===== config.mk =====
export PLATFORM = sky130hd
export DESIGN_NAME = vga_plot_arbiter_flat
export DESIGN_NICKNAME = d
export VERILOG_FILES = /design/src/rtl/vga_plot_arbiter_if.sv /design/src/rtl/vga_plot_arbiter.sv /design/src/flat_wrapper.sv
export SDC_FILE = /design/constraint.sdc
export NUM_CORES = 1
export LEC_CHECK = 0
export ABC_AREA = 1
export CAP_MARGIN = 0
export CORE_MARGIN = 2
export CORE_UTILIZATION = 40
export DETAILED_ROUTE_END_ITERATION = 10
export PLACE_DENSITY_LB_ADDON = 0.2
export SYNTH_ARGS = -nofsm -noshare
export SYNTH_HDL_FRONTEND = slang
export SYNTH_SLANG_ARGS = --single-unit

===== constraint.sdc =====
create_clock -name clk -period 2.25 [get_ports clk]
set_input_delay 0.675 -clock clk [delete_from_list [all_inputs] [get_ports clk]]
set_output_delay 0.675 -clock clk [all_outputs]
set_load 0.01 [all_outputs]

===== src/rtl/vga_plot_arbiter_if.sv =====
// Pixel-source and VGA-adapter signal bundle for vga_plot_arbiter.
// Sources drive the master side; the arbiter takes the slave side.
interface vga_plot_arbiter_if #(
  parameter int N_REQ = 3,
  parameter int X_W   = 8,
  parameter int Y_W   = 7,
  parameter int C_W   = 3
);
  logic [N_REQ-1:0]     req;
  logic [N_REQ-1:0]     pix_valid;
  logic [N_REQ-1:0]     pix_last;
  logic [N_REQ*X_W-1:0] pix_x;
  logic [N_REQ*Y_W-1:0] pix_y;
  logic [N_REQ*C_W-1:0] pix_colour;
  logic [N_REQ-1:0]     gnt;
  logic [1:0]           gnt_id;
  logic                 busy;
  logic                 abort;
  logic [X_W-1:0]       vga_x;
  logic [Y_W-1:0]       vga_y;
  logic [C_W-1:0]       vga_colour;
  logic                 vga_plot;

  modport master (
    output req, pix_valid, pix_last, pix_x, pix_y, pix_colour,
    input  gnt, gnt_id, busy, abort, vga_x, vga_y, vga_colour, vga_plot
  );

  modport slave (
    input  req, pix_valid, pix_last, pix_x, pix_y, pix_colour,
    output gnt, gnt_id, busy, abort, vga_x, vga_y, vga_colour, vga_plot
  );
endinterface


===== src/rtl/vga_plot_arbiter.sv =====
// Round-robin burst arbiter sharing the VGA pixel-write port between pixel sources.
// Optional macro PLOT_CLIP_EN suppresses vga_plot for off-screen pixels.
//
// state   | meaning
// S_IDLE  | no grant held; pick next requester from rr_ptr upward
// S_GRANT | forwarding pixels of source gnt_id until last pixel or req drop
module vga_plot_arbiter #(
  parameter int N_REQ    = 3,
  parameter int X_W      = 8,
  parameter int Y_W      = 7,
  parameter int C_W      = 3,
  parameter int SCREEN_W = 160,
  parameter int SCREEN_H = 120
) (
  input logic             clk,
  input logic             reset,
  vga_plot_arbiter_if.slave bus
);

  if (N_REQ < 2 || N_REQ > 4 || SCREEN_W < 1 || SCREEN_H < 1) begin : g_bad_param
    $error("vga_plot_arbiter: unsupported parameter set");
  end

  typedef enum logic {S_IDLE = 1'b0, S_GRANT = 1'b1} state_t;

  state_t           r_state, w_next_state;
  logic [1:0]       r_rr_ptr, r_gnt_id, w_pick_id, w_next_rr, w_idx;
  logic [2:0]       w_sum;
  logic [N_REQ-1:0] r_gnt, w_pick_hot;
  logic             r_busy, r_abort, r_plot;
  logic             w_found, w_last, w_drop, w_onscreen;
  logic [X_W-1:0]   r_vga_x, w_x;
  logic [Y_W-1:0]   r_vga_y, w_y;
  logic [C_W-1:0]   r_vga_colour, w_colour;

  // Round-robin scan starting at rr_ptr, wrapping modulo N_REQ.
  always_comb begin
    w_found    = 1'b0;
    w_pick_id  = r_rr_ptr;
    w_pick_hot = '0;
    w_sum      = '0;
    w_idx      = '0;
    for (int k = 0; k < N_REQ; k++) begin
      w_sum = {1'b0, r_rr_ptr} + 3'(k);
      if (w_sum >= 3'(N_REQ)) w_sum = w_sum - 3'(N_REQ);
      w_idx = w_sum[1:0];
      if (!w_found && bus.req[w_idx]) begin
        w_found           = 1'b1;
        w_pick_id         = w_idx;
        w_pick_hot        = '0;
        w_pick_hot[w_idx] = 1'b1;
      end
    end
  end

  assign w_x       = bus.pix_x[int'(r_gnt_id)*X_W +: X_W];
  assign w_y       = bus.pix_y[int'(r_gnt_id)*Y_W +: Y_W];
  assign w_colour  = bus.pix_colour[int'(r_gnt_id)*C_W +: C_W];
  assign w_next_rr = (int'(r_gnt_id) == N_REQ - 1) ? 2'd0 : r_gnt_id + 2'd1;

`ifdef PLOT_CLIP_EN
  localparam logic [X_W:0] LP_SCREEN_W = (X_W+1)'(SCREEN_W);
  localparam logic [Y_W:0] LP_SCREEN_H = (Y_W+1)'(SCREEN_H);
  assign w_onscreen = ({1'b0, w_x} < LP_SCREEN_W) && ({1'b0, w_y} < LP_SCREEN_H);
`else
  assign w_onscreen = 1'b1;
`endif

  always_comb begin
    w_last       = bus.pix_valid[r_gnt_id] && bus.pix_last[r_gnt_id];
    w_drop       = !bus.req[r_gnt_id] && !w_last;
    w_next_state = r_state;
    case (r_state)
      S_IDLE:  if (w_found) w_next_state = S_GRANT;
      S_GRANT: if (w_last || w_drop) w_next_state = S_IDLE;
      default: w_next_state = S_IDLE;
    endcase
  end

  always_ff @(posedge clk or posedge reset) begin
    if (reset) r_state <= S_IDLE;
    else       r_state <= w_next_state;
  end

  always_ff @(posedge clk or posedge reset) begin
    if (reset) begin
      r_gnt        <= '0;
      r_gnt_id     <= '0;
      r_busy       <= 1'b0;
      r_abort      <= 1'b0;
      r_rr_ptr     <= '0;
      r_vga_x      <= '0;
      r_vga_y      <= '0;
      r_vga_colour <= '0;
      r_plot       <= 1'b0;
    end else begin
      r_abort <= 1'b0;
      if (r_state == S_IDLE) begin
        r_plot <= 1'b0;
        if (w_found) begin
          r_gnt    <= w_pick_hot;
          r_gnt_id <= w_pick_id;
          r_busy   <= 1'b1;
        end
      end else begin
        // Coordinates follow the granted source even on gaps; only plot is gated.
        r_vga_x      <= w_x;
        r_vga_y      <= w_y;
        r_vga_colour <= w_colour;
        r_plot       <= bus.pix_valid[r_gnt_id] && w_onscreen;
        if (w_last || w_drop) begin
          r_gnt    <= '0;
          r_busy   <= 1'b0;
          r_rr_ptr <= w_next_rr;
          r_abort  <= w_drop;
        end
      end
    end
  end

  assign bus.gnt        = r_gnt;
  assign bus.gnt_id     = r_gnt_id;
  assign bus.busy       = r_busy;
  assign bus.abort      = r_abort;
  assign bus.vga_x      = r_vga_x;
  assign bus.vga_y      = r_vga_y;
  assign bus.vga_colour = r_vga_colour;
  assign bus.vga_plot   = r_plot;

endmodule


===== src/flat_wrapper.sv =====
// flat-port wrapper written by rule: the top's interface ports become plain ports
module vga_plot_arbiter_flat 
#(
  parameter int N_REQ    = 3,
  parameter int X_W      = 8,
  parameter int Y_W      = 7,
  parameter int C_W      = 3,
  parameter int SCREEN_W = 160,
  parameter int SCREEN_H = 120
)
  (clk, reset, bus_req, bus_pix_valid, bus_pix_last, bus_pix_x, bus_pix_y, bus_pix_colour, bus_gnt, bus_gnt_id, bus_busy, bus_abort, bus_vga_x, bus_vga_y, bus_vga_colour, bus_vga_plot);
  vga_plot_arbiter_if #(.N_REQ(N_REQ), .X_W(X_W), .Y_W(Y_W), .C_W(C_W)) bus_i ();
  input logic clk;
  input logic reset;
  input wire logic [$bits(bus_i.req)-1:0] bus_req;
  input wire logic [$bits(bus_i.pix_valid)-1:0] bus_pix_valid;
  input wire logic [$bits(bus_i.pix_last)-1:0] bus_pix_last;
  input wire logic [$bits(bus_i.pix_x)-1:0] bus_pix_x;
  input wire logic [$bits(bus_i.pix_y)-1:0] bus_pix_y;
  input wire logic [$bits(bus_i.pix_colour)-1:0] bus_pix_colour;
  output wire logic [$bits(bus_i.gnt)-1:0] bus_gnt;
  output wire logic [$bits(bus_i.gnt_id)-1:0] bus_gnt_id;
  output wire logic [$bits(bus_i.busy)-1:0] bus_busy;
  output wire logic [$bits(bus_i.abort)-1:0] bus_abort;
  output wire logic [$bits(bus_i.vga_x)-1:0] bus_vga_x;
  output wire logic [$bits(bus_i.vga_y)-1:0] bus_vga_y;
  output wire logic [$bits(bus_i.vga_colour)-1:0] bus_vga_colour;
  output wire logic [$bits(bus_i.vga_plot)-1:0] bus_vga_plot;
  assign bus_i.req = bus_req;
  assign bus_i.pix_valid = bus_pix_valid;
  assign bus_i.pix_last = bus_pix_last;
  assign bus_i.pix_x = bus_pix_x;
  assign bus_i.pix_y = bus_pix_y;
  assign bus_i.pix_colour = bus_pix_colour;
  assign bus_gnt = bus_i.gnt;
  assign bus_gnt_id = bus_i.gnt_id;
  assign bus_busy = bus_i.busy;
  assign bus_abort = bus_i.abort;
  assign bus_vga_x = bus_i.vga_x;
  assign bus_vga_y = bus_i.vga_y;
  assign bus_vga_colour = bus_i.vga_colour;
  assign bus_vga_plot = bus_i.vga_plot;
  vga_plot_arbiter #(.N_REQ(N_REQ), .X_W(X_W), .Y_W(Y_W), .C_W(C_W), .SCREEN_W(SCREEN_W), .SCREEN_H(SCREEN_H)) u_core (.clk(clk), .reset(reset), .bus(bus_i));
endmodule

==> CHANGELOG.md <==
### Metrics

- Maximum number of pins on one net before global-route repair: 38
- Total of plain and repair buffers excluding clock buffers: between 90 and 100
- Total number of yosys warnings: 0
- Violation tally from detailed-route iteration zero: roughly 140
- Async set-reset flop share out of synthesis: 100%
- Switching power: 1.67 mW
- Area growth syn-to-layout: 55.9%
- Post-synthesis net count: 308
- CP Class: reg -> out
- Clock-pin transition on the worst setup and hold timing paths: 60 ps
- Antenna Cells: 0
- And+or+nand+nor area frac: between 30 and 40%
- Final Worst Setup Slack: 263 ps
- Category of the worst setup path capture point: output pin
- Number of gates on the worst path with buffers counted: 1
- Fraction of power consumed by sequential logic: about a quarter
- Met1 wire length: 2.42 mm
- Uppermost metal layer occupied by signal nets: met4
- Total DRC errors in the routed layout: 0
- Most frequently placed logic cells in the final layout: sky130_fd_sc_hd__clkdlybuf4s50_1 (90), sky130_fd_sc_hd__nand2_1 (69), sky130_fd_sc_hd__nand3_1 (30)
- Cell types with the largest area share after synthesis: sky130_fd_sc_hd__dfrtp_1 (40%), sky130_fd_sc_hd__nand2_1 (14%), sky130_fd_sc_hd__nand3_1 (8.2%), sky130_fd_sc_hd__a22oi_1 (6.2%), sky130_fd_sc_hd__a31oi_1 (5.1%)
- Number of buffers added on ports: 90
- Power Density: 1300 nW/um^2
- Die Area: 5120 um^2
- Terminating pin of the worst hold path: u_core.bus.busy
- Area of combinational cells with multiple inputs: ~960 um^2
- Area fraction of the dominant cell type after synthesis: 39.8%
- Overall power after layout: around 3.7 mW
- Clk pwr share: 10.9%
- Yosys cell count: ~240
- Crit-path max FO: 5
- Post CTS Setup Buffer Count: 0
- Most instantiated cells after synthesis: sky130_fd_sc_hd__nand2_1 (69), sky130_fd_sc_hd__nand3_1 (30), sky130_fd_sc_hd__dfrtp_1 (29)
- Period Utilization, post-route: roughly nine tenths
- Wire length of the first global-routing pass: 8.87 mm
- Post-Synth XOR/XNOR Area: 0%
- Sequential area share after synthesis: 39.8%
- Result of the run: complete, no violations
- CTS H-Tree Depth: 2
- Count of buffer and inverter cells on the critical path: 1
- Num sequential: 29
- Count of cell types in the netlist: 24
- Average instance area after synthesis: 7.64 um^2
- Aggregate negative setup slack: 0 ps
- Number of global-route vias before repair: about 1800
- Power in combinational cells: 2.35 mW
- Count of mapped cells out of synthesis: about 240
- Cell area after technology mapping: roughly 1800 um^2
- Top cell family by delay on the critical path: buffers and inverters
- Most instantiated flip-flop cell in the synthesis netlist: sky130_fd_sc_hd__dfrtp_1
- Aoi/oai-family share of the synthesized area: 16.4%
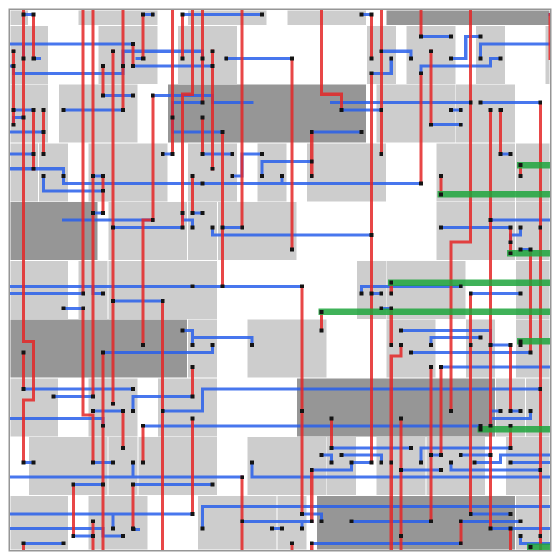
*Layout detail*
Window x 41 to 66, y 41 to 66 um. Cells in grey, sequential cells in the stronger grey; small squares are vias.
- metal 1: blue
- metal 2: red
- metal 3: green
- sequential cells in the window: 4
- cells with their middle in the window: 51
- netlist names of flops here include: u_core.bus.vga_colour (2)
- most frequent: clkdlybuf4s50_1 (18), a22oi_1 (8)

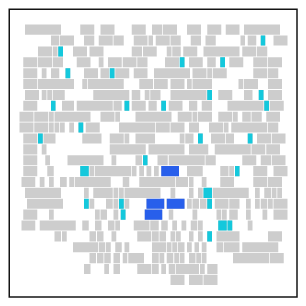
*Gate-type map*
Scale: 4 px per um.
- nor cells: cyan (cells 27; most used nor2_1)
- fa/ha/maj cells: blue (cells 4; most used ha_1)
tally of non-filler cells in the final layout: 383
proportion of cell area occupied by multi-input gates: 33.8%
most numerous logic cell after layout: sky130_fd_sc_hd__clkdlybuf4s50_1

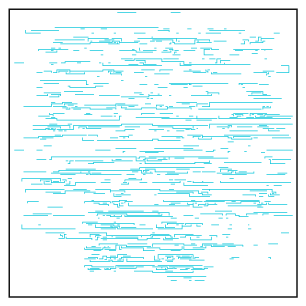
*The metal 1 layer*
Scale: 4 px per um.
- longest straight run: 25.8 um
- main direction: horizontal
- share of all routed wire: 45%
via count of the routed design: 1945
final routed wirelength across all metal layers: 5.38 mm
met1 Track Usage GR: 28.8%

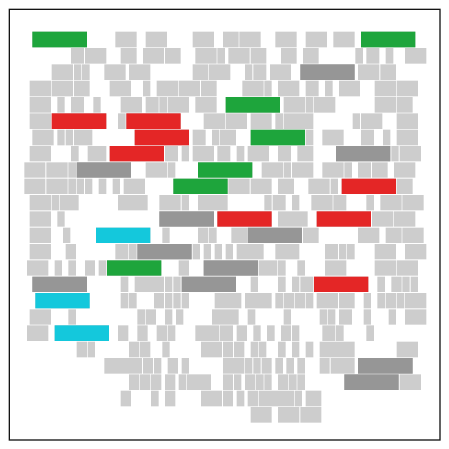
*Sequential cells grouped by signal name*
Scale: 6 px per um. Other sequential cells in the stronger grey, the rest of the logic in the fainter grey.
- u_core.bus.vga_x: red (flops 8)
- u_core.bus.gnt: cyan (flops 3)
- u_core.bus.vga_y: green (flops 7)
register share of the cell area: 25.5%
sequential cell power: 0.955 mW
register area: 726 um^2
final standard cell utilization of the core: 64.9%

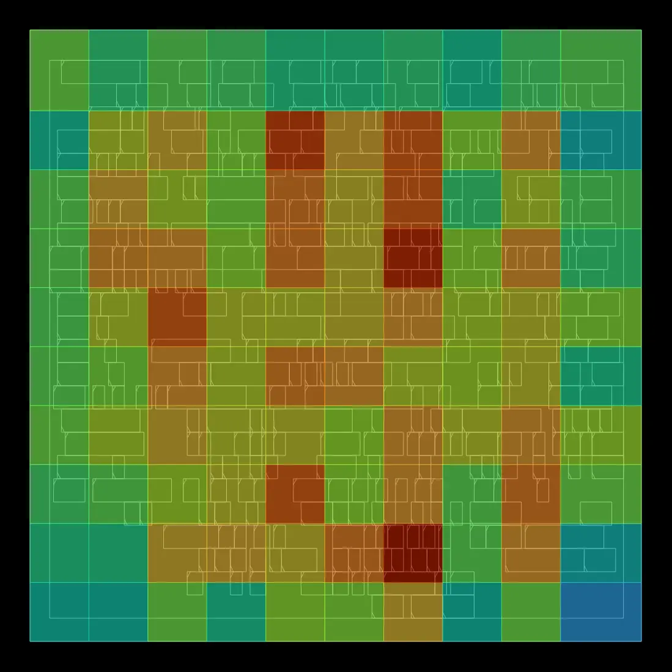
*Routing congestion map*
GR met3 Demand/Resource: 5.20%
highest-utilization routing layer at the global route stage: met2
wire length per cell after detailed routing: 14.0 um

Power figures rest on the tool's default switching activity, not on a simulated workload.
